File: src/rtl/regfile_mp.sv
// regfile_mp: multi-read, dual-write register file with a pending-write scoreboard.
// Same-cycle write-to-read bypass is compiled in only when REGFILE_MP_BYPASS_EN is defined.
package rapid_pkg;
  localparam logic [31:0] RESET_STACK_POINTER = 32'h0000_FFFC;
endpackage

module regfile_mp #(
  parameter int unsigned XLEN     = 32,
  parameter int unsigned NREGS    = 32,
  parameter int unsigned NRP      = 2,
  parameter int unsigned SP_IDX   = 2,
  parameter logic [XLEN-1:0] SP_RESET = XLEN'(rapid_pkg::RESET_STACK_POINTER),
  localparam int unsigned AW      = $clog2(NREGS)
) (
  input  logic                i_clk,
  input  logic                i_reset_n,
  input  logic [NRP*AW-1:0]   i_rs_addr,
  output logic [NRP*XLEN-1:0] o_rs_data,
  output logic [NRP-1:0]      o_rs_busy,
  input  logic                i_wa_en,
  input  logic [AW-1:0]       i_wa_addr,
  input  logic [XLEN-1:0]     i_wa_data,
  input  logic                i_wb_en,
  input  logic [AW-1:0]       i_wb_addr,
  input  logic [XLEN-1:0]     i_wb_data,
  input  logic                i_iss_en,
  input  logic [AW-1:0]       i_iss_rd,
  input  logic                i_flush,
  output logic [AW:0]         o_busy_cnt
);

  logic [XLEN-1:0]  r_regs [NREGS];
  logic [NREGS-1:0] r_busy;
  logic [NREGS-1:0] w_busy_nxt;
  logic [AW:0]      r_busy_cnt;
  logic [AW:0]      w_busy_cnt_nxt;

  // Register array; load writeback (port B) wins over ALU writeback on a shared address.
  always_ff @(posedge i_clk or negedge i_reset_n) begin
    if (!i_reset_n) begin
      for (int unsigned i = 0; i < NREGS; i++) begin
        r_regs[i] <= (i == SP_IDX && i != 0) ? SP_RESET : '0;
      end
    end else begin
      for (int unsigned i = 1; i < NREGS; i++) begin
        if (i_wb_en && i_wb_addr == AW'(i)) begin
          r_regs[i] <= i_wb_data;
        end else if (i_wa_en && i_wa_addr == AW'(i)) begin
          r_regs[i] <= i_wa_data;
        end
      end
    end
  end

  // Scoreboard next state: writes clear, issue sets over writes, flush clears everything.
  always_comb begin
    w_busy_nxt = r_busy;
    if (i_wa_en) begin
      w_busy_nxt[i_wa_addr] = 1'b0;
    end
    if (i_wb_en) begin
      w_busy_nxt[i_wb_addr] = 1'b0;
    end
    if (i_iss_en) begin
      w_busy_nxt[i_iss_rd] = 1'b1;
    end
    if (i_flush) begin
      w_busy_nxt = '0;
    end
    w_busy_nxt[0] = 1'b0;

    w_busy_cnt_nxt = '0;
    for (int unsigned i = 1; i < NREGS; i++) begin
      w_busy_cnt_nxt = w_busy_cnt_nxt + (AW+1)'(w_busy_nxt[i]);
    end
  end

  always_ff @(posedge i_clk or negedge i_reset_n) begin
    if (!i_reset_n) begin
      r_busy     <= '0;
      r_busy_cnt <= '0;
    end else begin
      r_busy     <= w_busy_nxt;
      r_busy_cnt <= w_busy_cnt_nxt;
    end
  end

  assign o_busy_cnt = r_busy_cnt;

  for (genvar k = 0; k < NRP; k++) begin : g_rp
    logic [AW-1:0]   w_addr;
    logic [XLEN-1:0] w_data;
    logic            w_busy;

    assign w_addr = i_rs_addr[k*AW +: AW];

    always_comb begin
      w_data = (w_addr == '0) ? '0 : r_regs[w_addr];
      w_busy = r_busy[w_addr];
`ifdef REGFILE_MP_BYPASS_EN
      // Forward in-flight writeback; a matching write retires the pending flag unless re-issued.
      if (w_addr != '0) begin
        if (i_wb_en && i_wb_addr == w_addr) begin
          w_data = i_wb_data;
        end else if (i_wa_en && i_wa_addr == w_addr) begin
          w_data = i_wa_data;
        end
        if (((i_wa_en && i_wa_addr == w_addr) || (i_wb_en && i_wb_addr == w_addr)) &&
            !(i_iss_en && i_iss_rd == w_addr)) begin
          w_busy = 1'b0;
        end
      end
`endif
    end

    assign o_rs_data[k*XLEN +: XLEN] = w_data;
    assign o_rs_busy[k]              = w_busy;
  end

endmodule
File: config.mk
export PLATFORM = sky130hd
export DESIGN_NAME = regfile_mp
export DESIGN_NICKNAME = d
export VERILOG_FILES = /design/src/rtl/regfile_mp.sv
export SDC_FILE = /design/constraint.sdc
export NUM_CORES = 2
export LEC_CHECK = 0
export ABC_AREA = 0
export CORE_UTILIZATION = 60
export CTS_CLUSTER_SIZE = 24
export DETAILED_ROUTE_END_ITERATION = 16
export GPL_ROUTABILITY_DRIVEN = 0
export HOLD_SLACK_MARGIN = 0.06
export PLACE_DENSITY = 0.82
export SLEW_MARGIN = 10
export SYNTH_ARGS = -nofsm -noshare
export SYNTH_HDL_FRONTEND = slang
export SYNTH_SLANG_ARGS = --single-unit
File: constraint.sdc
create_clock -name i_clk -period 5.9 [get_ports i_clk]
set_clock_uncertainty 0.2 [all_clocks]
set_input_delay 1.18 -clock i_clk [delete_from_list [all_inputs] [get_ports i_clk]]
set_output_delay 1.18 -clock i_clk [all_outputs]
set_load 0.01 [all_outputs]
power_grid.png
Pins as bars on the die edge.
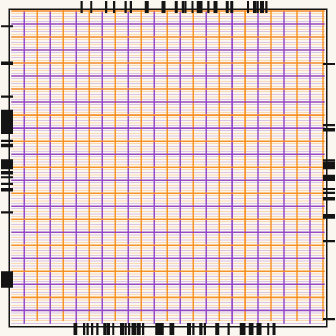
- orange: VDD
- purple: VSS
- signal pins: 167
- met1 rails: 121
- rows: 120
- met4 straps: 24
- met5 straps: 24

placement_by_type.png
Scale bar: 100 um.
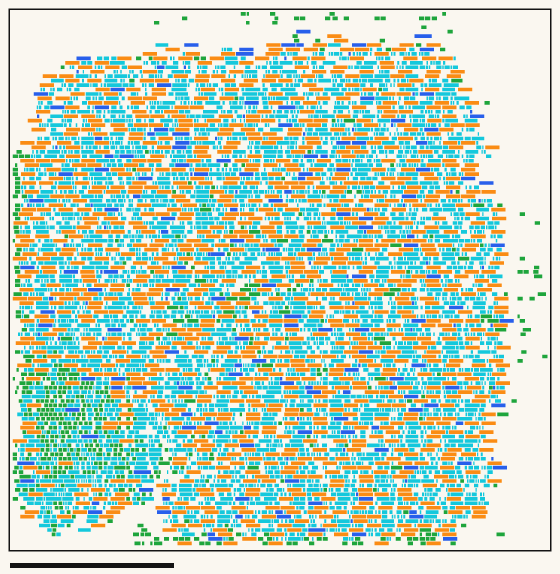
- cyan: combinational and other logic (cells 4,373)
- green: other buffers and delay cells (cells 549)
- orange: flops (cells 1,029)
- blue: clock drivers and dummy loads (cells 207)

clk_routes.png
Scale bar: 100 um.
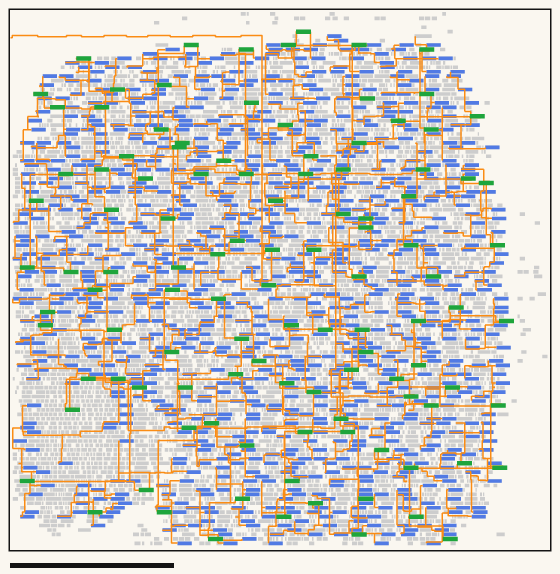
- green: clock drivers (count 111)
- blue: flip-flops (count 1,029)
- orange: clock wires (length 13,500 um)
- routed clock nets: 112
worst-skew pair later-pin latency: 0.75 ns
clock share of power: 30.9%
clock-net power: 7.40 mW

wires.png
Two of the layers only.
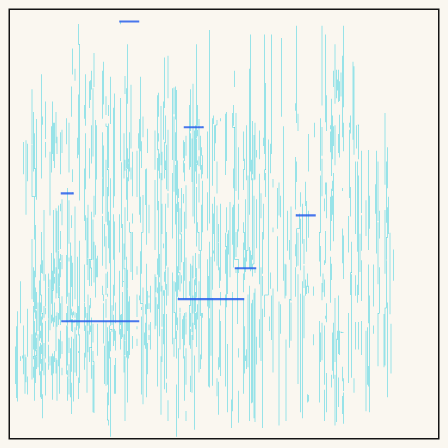
- cyan: metal 4 (wire length 23.3 mm)
- blue: metal 5 (wire length 173 um)
vias after detailed routing: 57,100
Routed WL: 249 mm
mean routed wirelength per cell: 32.9 um
global router's overall resource usage: 45.2%

clocks.png
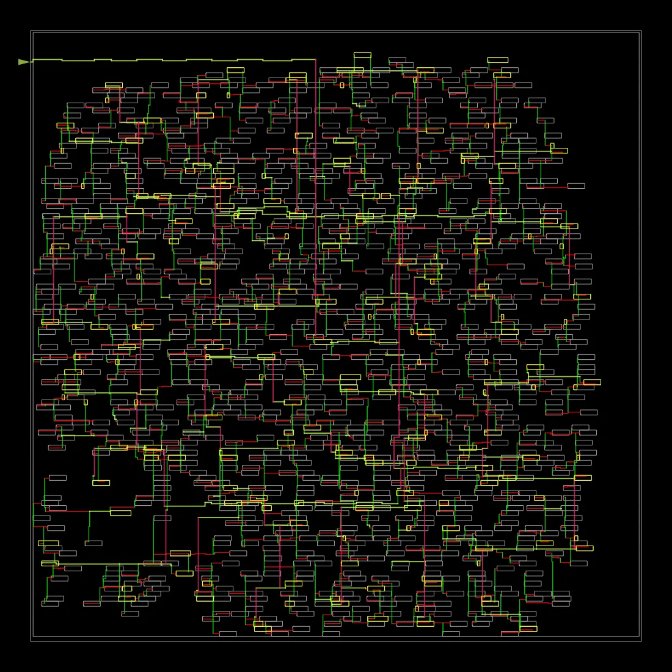
registers: 1,029
clock buffer count from CTS: 111
Sink Count: 1,029

-- registers in the layout, indices dropped and copies added, names as in the netlist --
register and count:
o_busy_cnt 6, r_busy 31, r_regs 992
-- worst paths after layout --
| kind | depth (start not counted) | slack (ns) | startpoint | to |
|---|---|---|---|---|
| setup / recovery | 20 | -0.69 | i_wa_addr[4] | o_busy_cnt[4] |
| hold / removal | 1 | 0.33 | i_reset_n | r_regs[903] |
| setup reg to reg | 15 | 0.03 | r_busy[20] | o_busy_cnt[4] |
| hold reg to reg | 2 | 0.38 | r_regs[938] | r_regs[938] |
| max in group asynchronous | 2 | 3.75 | i_reset_n | r_regs[856] |
| min in group i_clk | 2 | 0.38 | r_regs[938] | r_regs[938] |
-- power groups by stage --
stage / Clock, mW / Sequential, mW / Combinational [mW]
final: 7.40 / 10.4 / 6.13
after global routing: 7.63 / 10.6 / 6.51
after CTS: 7.35 / 10.3 / 5.96
after detailed placement: 0 / 10.4 / 5.87
after global placement: 0 / 10.2 / 5.62
after floorplan: 0 / 9.88 / 4.36
-- area by class of cell --
cell class	count	area share (%)
well taps	1403	2.41
flip-flops and latches	1029	35.4
diodes	8	0.0275
inverters	57	0.294
multi-input cells	4316	49.7
repair buffers	549	6.97
clock buffers	169	4.56
clock inverters	38	0.653
-- layer usage --
metal | routed length [um] | part of all wire (%) | vias to the layer above | GRT usage [%]
li1 | - | - | 22268 | -
met1 | 79900 | 32 | 27306 | 55.9
met2 | 103000 | 41 | 5806 | 63.2
met3 | 42500 | 17 | 1706 | 19.1
met4 | 23300 | 9.3 | 14 | 33.6
met5 | 172 | 0.069 | - | 0.435
-- repair_timing --
action,CTS,global route
setup buffers,96,20
pin swaps,34,36
cloned,4,0
endpoints found under the setup margin,6,7
gates resized,71,48
-- metrics by stage --
stage	hold WS (ns)	utilization (%)	setup TNS (ns)
6_report	0.332	68.1	-3.41
5_1_grt	0.370	68.1	-3.91
4_1_cts	0.345	67.9	-0.621
3_5_place_dp	0.365	63.5	-7.30
3_3_place_gp	0.352	63.5	-6.25
2_1_floorplan	0.324	-	-2.52
-- cell families (layout without fill, tap and decap cells) --
| logic type | count (synthesis) | in the layout | share of synthesized area, % |
|---|---|---|---|
| AOI/OAI and AO/OA | 1374 | 1374 | 12.2 |
| and+or+nand+nor | 1324 | 1324 | 8.36 |
| other | 0 | 8 | 0 |
| adders and majority gates | 30 | 30 | 0.848 |
| xor gates and xnor gates | 2 | 2 | 0.0271 |
| buffers and inverters | 781 | 813 | 5.22 |
| muxes | 1586 | 1586 | 33.4 |
| DFF | 1029 | 1029 | 39.9 |
==> tab_implementation.tex <==
% Yosys + OpenROAD metrics
\begin{tabular}{lr}
\hline
Metric & Value \\
\hline
\multicolumn{2}{l}{\textbf{Placed design}} \\
Setup Slack @ Placement & -1.46 ns \\
Area of placed instances & 67,900 um\^{}2 \\
Post-Place Cells & 7,243 \\
HPWL reported at the end of detailed placement & 133 mm \\
Count of input and output buffers & 166 \\
\multicolumn{2}{l}{\textbf{Clock tree}} \\
CTS Root Buffer Type & sky130\_fd\_sc\_hd\_\_clkbuf\_16 \\
Worst-path clk slew & 0.06 ns \\
Hold-fix buffer count after cts & 0 \\
Longest Clk Path Bufs & 3 \\
Number of H-tree levels & 3 \\
TritonCTS clock tree & built \\
\multicolumn{2}{l}{\textbf{Cells and area}} \\
Post-Layout Inst Area & 72,800 um\^{}2 \\
Area of the multi-input gates & 36,200 um\^{}2 \\
Tally of filler cells in the layout & 7,404 \\
Area added between synthesis and finish & 12.7\% \\
Footprint of the flip-flops and latches & 25,800 um\^{}2 \\
Fraction of layout cells with a size suffix above 1 & 19.4\% \\
Top logic cell by instance count in the layout & sky130\_fd\_sc\_hd\_\_mux2i\_1 \\
Final net count & 6,189 \\
Layout Cells excl Fill & 7,569 \\
Commonest non-fill, non-tap cells in the layout & 1,059 x sky130\_fd\_sc\_hd\_\_mux2i\_1, 1,015 x sky130\_fd\_sc\_hd\_\_dfrtp\_1, 569 x sky130\_fd\_sc\_hd\_\_nand2\_1 \\
\multicolumn{2}{l}{\textbf{Timing}} \\
Tmin final & 6.59 ns \\
Worst slew slack as a fraction of its limit & 11.5\% \\
Final worst-path setup slack & -0.685 ns \\
Worst Tran Pin Value & 1.32 ns \\
Maximum achievable frequency & 152 MHz \\
Cycle use final & 112\% \\
Setup repair after global routing missed its margin & true \\
Final tally of hold violations & 0 \\
Number of setup violations in the final report & 8 \\
Final number of max-transition violations & 0 \\
\multicolumn{2}{l}{\textbf{Power and ir drop}} \\
Portion of total power attributed to sequential cells & 43.6\% \\
Fraction of power consumed by combinational cells & 25.6\% \\
Switching power & 7.52 mW \\
Switching Share & 31.3\% \\
Leakage power summed over all cells & 34.0 nW \\
Total Power Consumption & 24.0 mW \\
Power density of the placed cells & 329 nW/um\^{}2 \\
Largest voltage drop on the vdd net & 282 uV \\
Internal Dissipation & 16.5 mW \\
\multicolumn{2}{l}{\textbf{Worst hold path}} \\
Worst hold path class & input port to asynchronous set/reset pin \\
\multicolumn{2}{l}{\textbf{GRT}} \\
Overflow left after global routing & 0 \\
Global-route wire length before repair & 361 mm \\
Largest net degree at the start of global routing & 146 \\
Number of antenna violations at the first check in global routing & 12 \\
Number of global-route vias before repair & 56,070 \\
\multicolumn{2}{l}{\textbf{Route}} \\
Routed Antenna Nets & 0 \\
Detailed-route DRC error count & 0 \\
Number of DRC violations after detailed-routing iteration 0 & 10,570 \\
Via/cell ratio & 7.54 \\
1st-pass router iterations & 8 \\
\multicolumn{2}{l}{\textbf{Setup path}} \\
Dominant delay contributor by cell family on the critical path & adder cells \\
Worst path buffer plus inverter count & 5 \\
Worst path cell trace & clkbuf\_2, buf\_6, buf\_4, and4b\_1, nand2\_4, nand3b\_1, a21o\_1, fa\_1, fa\_1, inv\_2, fa\_1, inv\_1, fa\_1, fa\_1, fa\_1, fa\_2, fa\_2, o21ai\_2, a21oi\_2, xnor2\_1 \\
Library cell contributing the largest single delay on the critical path & sky130\_fd\_sc\_hd\_\_fa\_1 \\
Kind of end point of the critical path & flop \\
Setup CP Type & input port to flop \\
Worst path arrival time & 7.04 ns \\
CP most frequent cell & sky130\_fd\_sc\_hd\_\_fa\_1 \\
Sort of element at the start of the critical path & input port \\
CP max FO & 8 \\
CP max stage delay & 0.57 ns \\
Critical Path RT & 6.35 ns \\
\multicolumn{2}{l}{\textbf{Run}} \\
Maxcap violations & 0 \\
Tool Warnings & 38 \\
\multicolumn{2}{l}{\textbf{Die}} \\
Core Box Area & 107,000 um\^{}2 \\
Die Y-Extent & 330 um \\
Number of ports placed on the die boundary & 167 \\
Pre-Place Util & 60.4\% \\
Number of cell rows & 120 \\
Chip Width & 330 um \\
Total die size & 109,000 um\^{}2 \\
\multicolumn{2}{l}{\textbf{Run status}} \\
Result of the run & finished, violations left \\
Violated checks & setup timing \\
\multicolumn{2}{l}{\textbf{Logic synthesis}} \\
Post-synthesis sequential area ratio & 39.9\% \\
Post-synth EDFFs & 0 \\
Top cell type by instance count after synthesis & sky130\_fd\_sc\_hd\_\_mux2i\_1 \\
Synth Instances & 6,126 \\
Synth Cell Area & 64,600 um\^{}2 \\
Biggest area cells & sky130\_fd\_sc\_hd\_\_dfrtp\_1 39\%, sky130\_fd\_sc\_hd\_\_mux2i\_1 16\%, sky130\_fd\_sc\_hd\_\_mux4\_2 13\%, sky130\_fd\_sc\_hd\_\_a21oi\_1 4.1\%, sky130\_fd\_sc\_hd\_\_o21ai\_0 3.6\% \\
\#FFs+latches synth & 1,029 \\
FFs w/ async S/R, synth & 100\% \\
Count of yosys warnings during synthesis & 32 \\
Yosys chip area & 64,600 um\^{}2 \\
Top-area cell share & 39.3\% \\
Average footprint of a synthesized cell & 10.5 um\^{}2 \\
Commonest cells post-synth & 1,059 x sky130\_fd\_sc\_hd\_\_mux2i\_1, 1,015 x sky130\_fd\_sc\_hd\_\_dfrtp\_1, 611 x sky130\_fd\_sc\_hd\_\_nand2\_1 \\
Top cell type by total area after synthesis & sky130\_fd\_sc\_hd\_\_dfrtp\_1 \\
Yosys cell count & 6,126 \\
Number of nets at floorplan & 6,251 \\
Unique masters post-synth & 59 \\
Dominant flop cell & sky130\_fd\_sc\_hd\_\_dfrtp\_1 \\
\hline
\end{tabular}
Power is estimated from default activity; no workload was simulated.
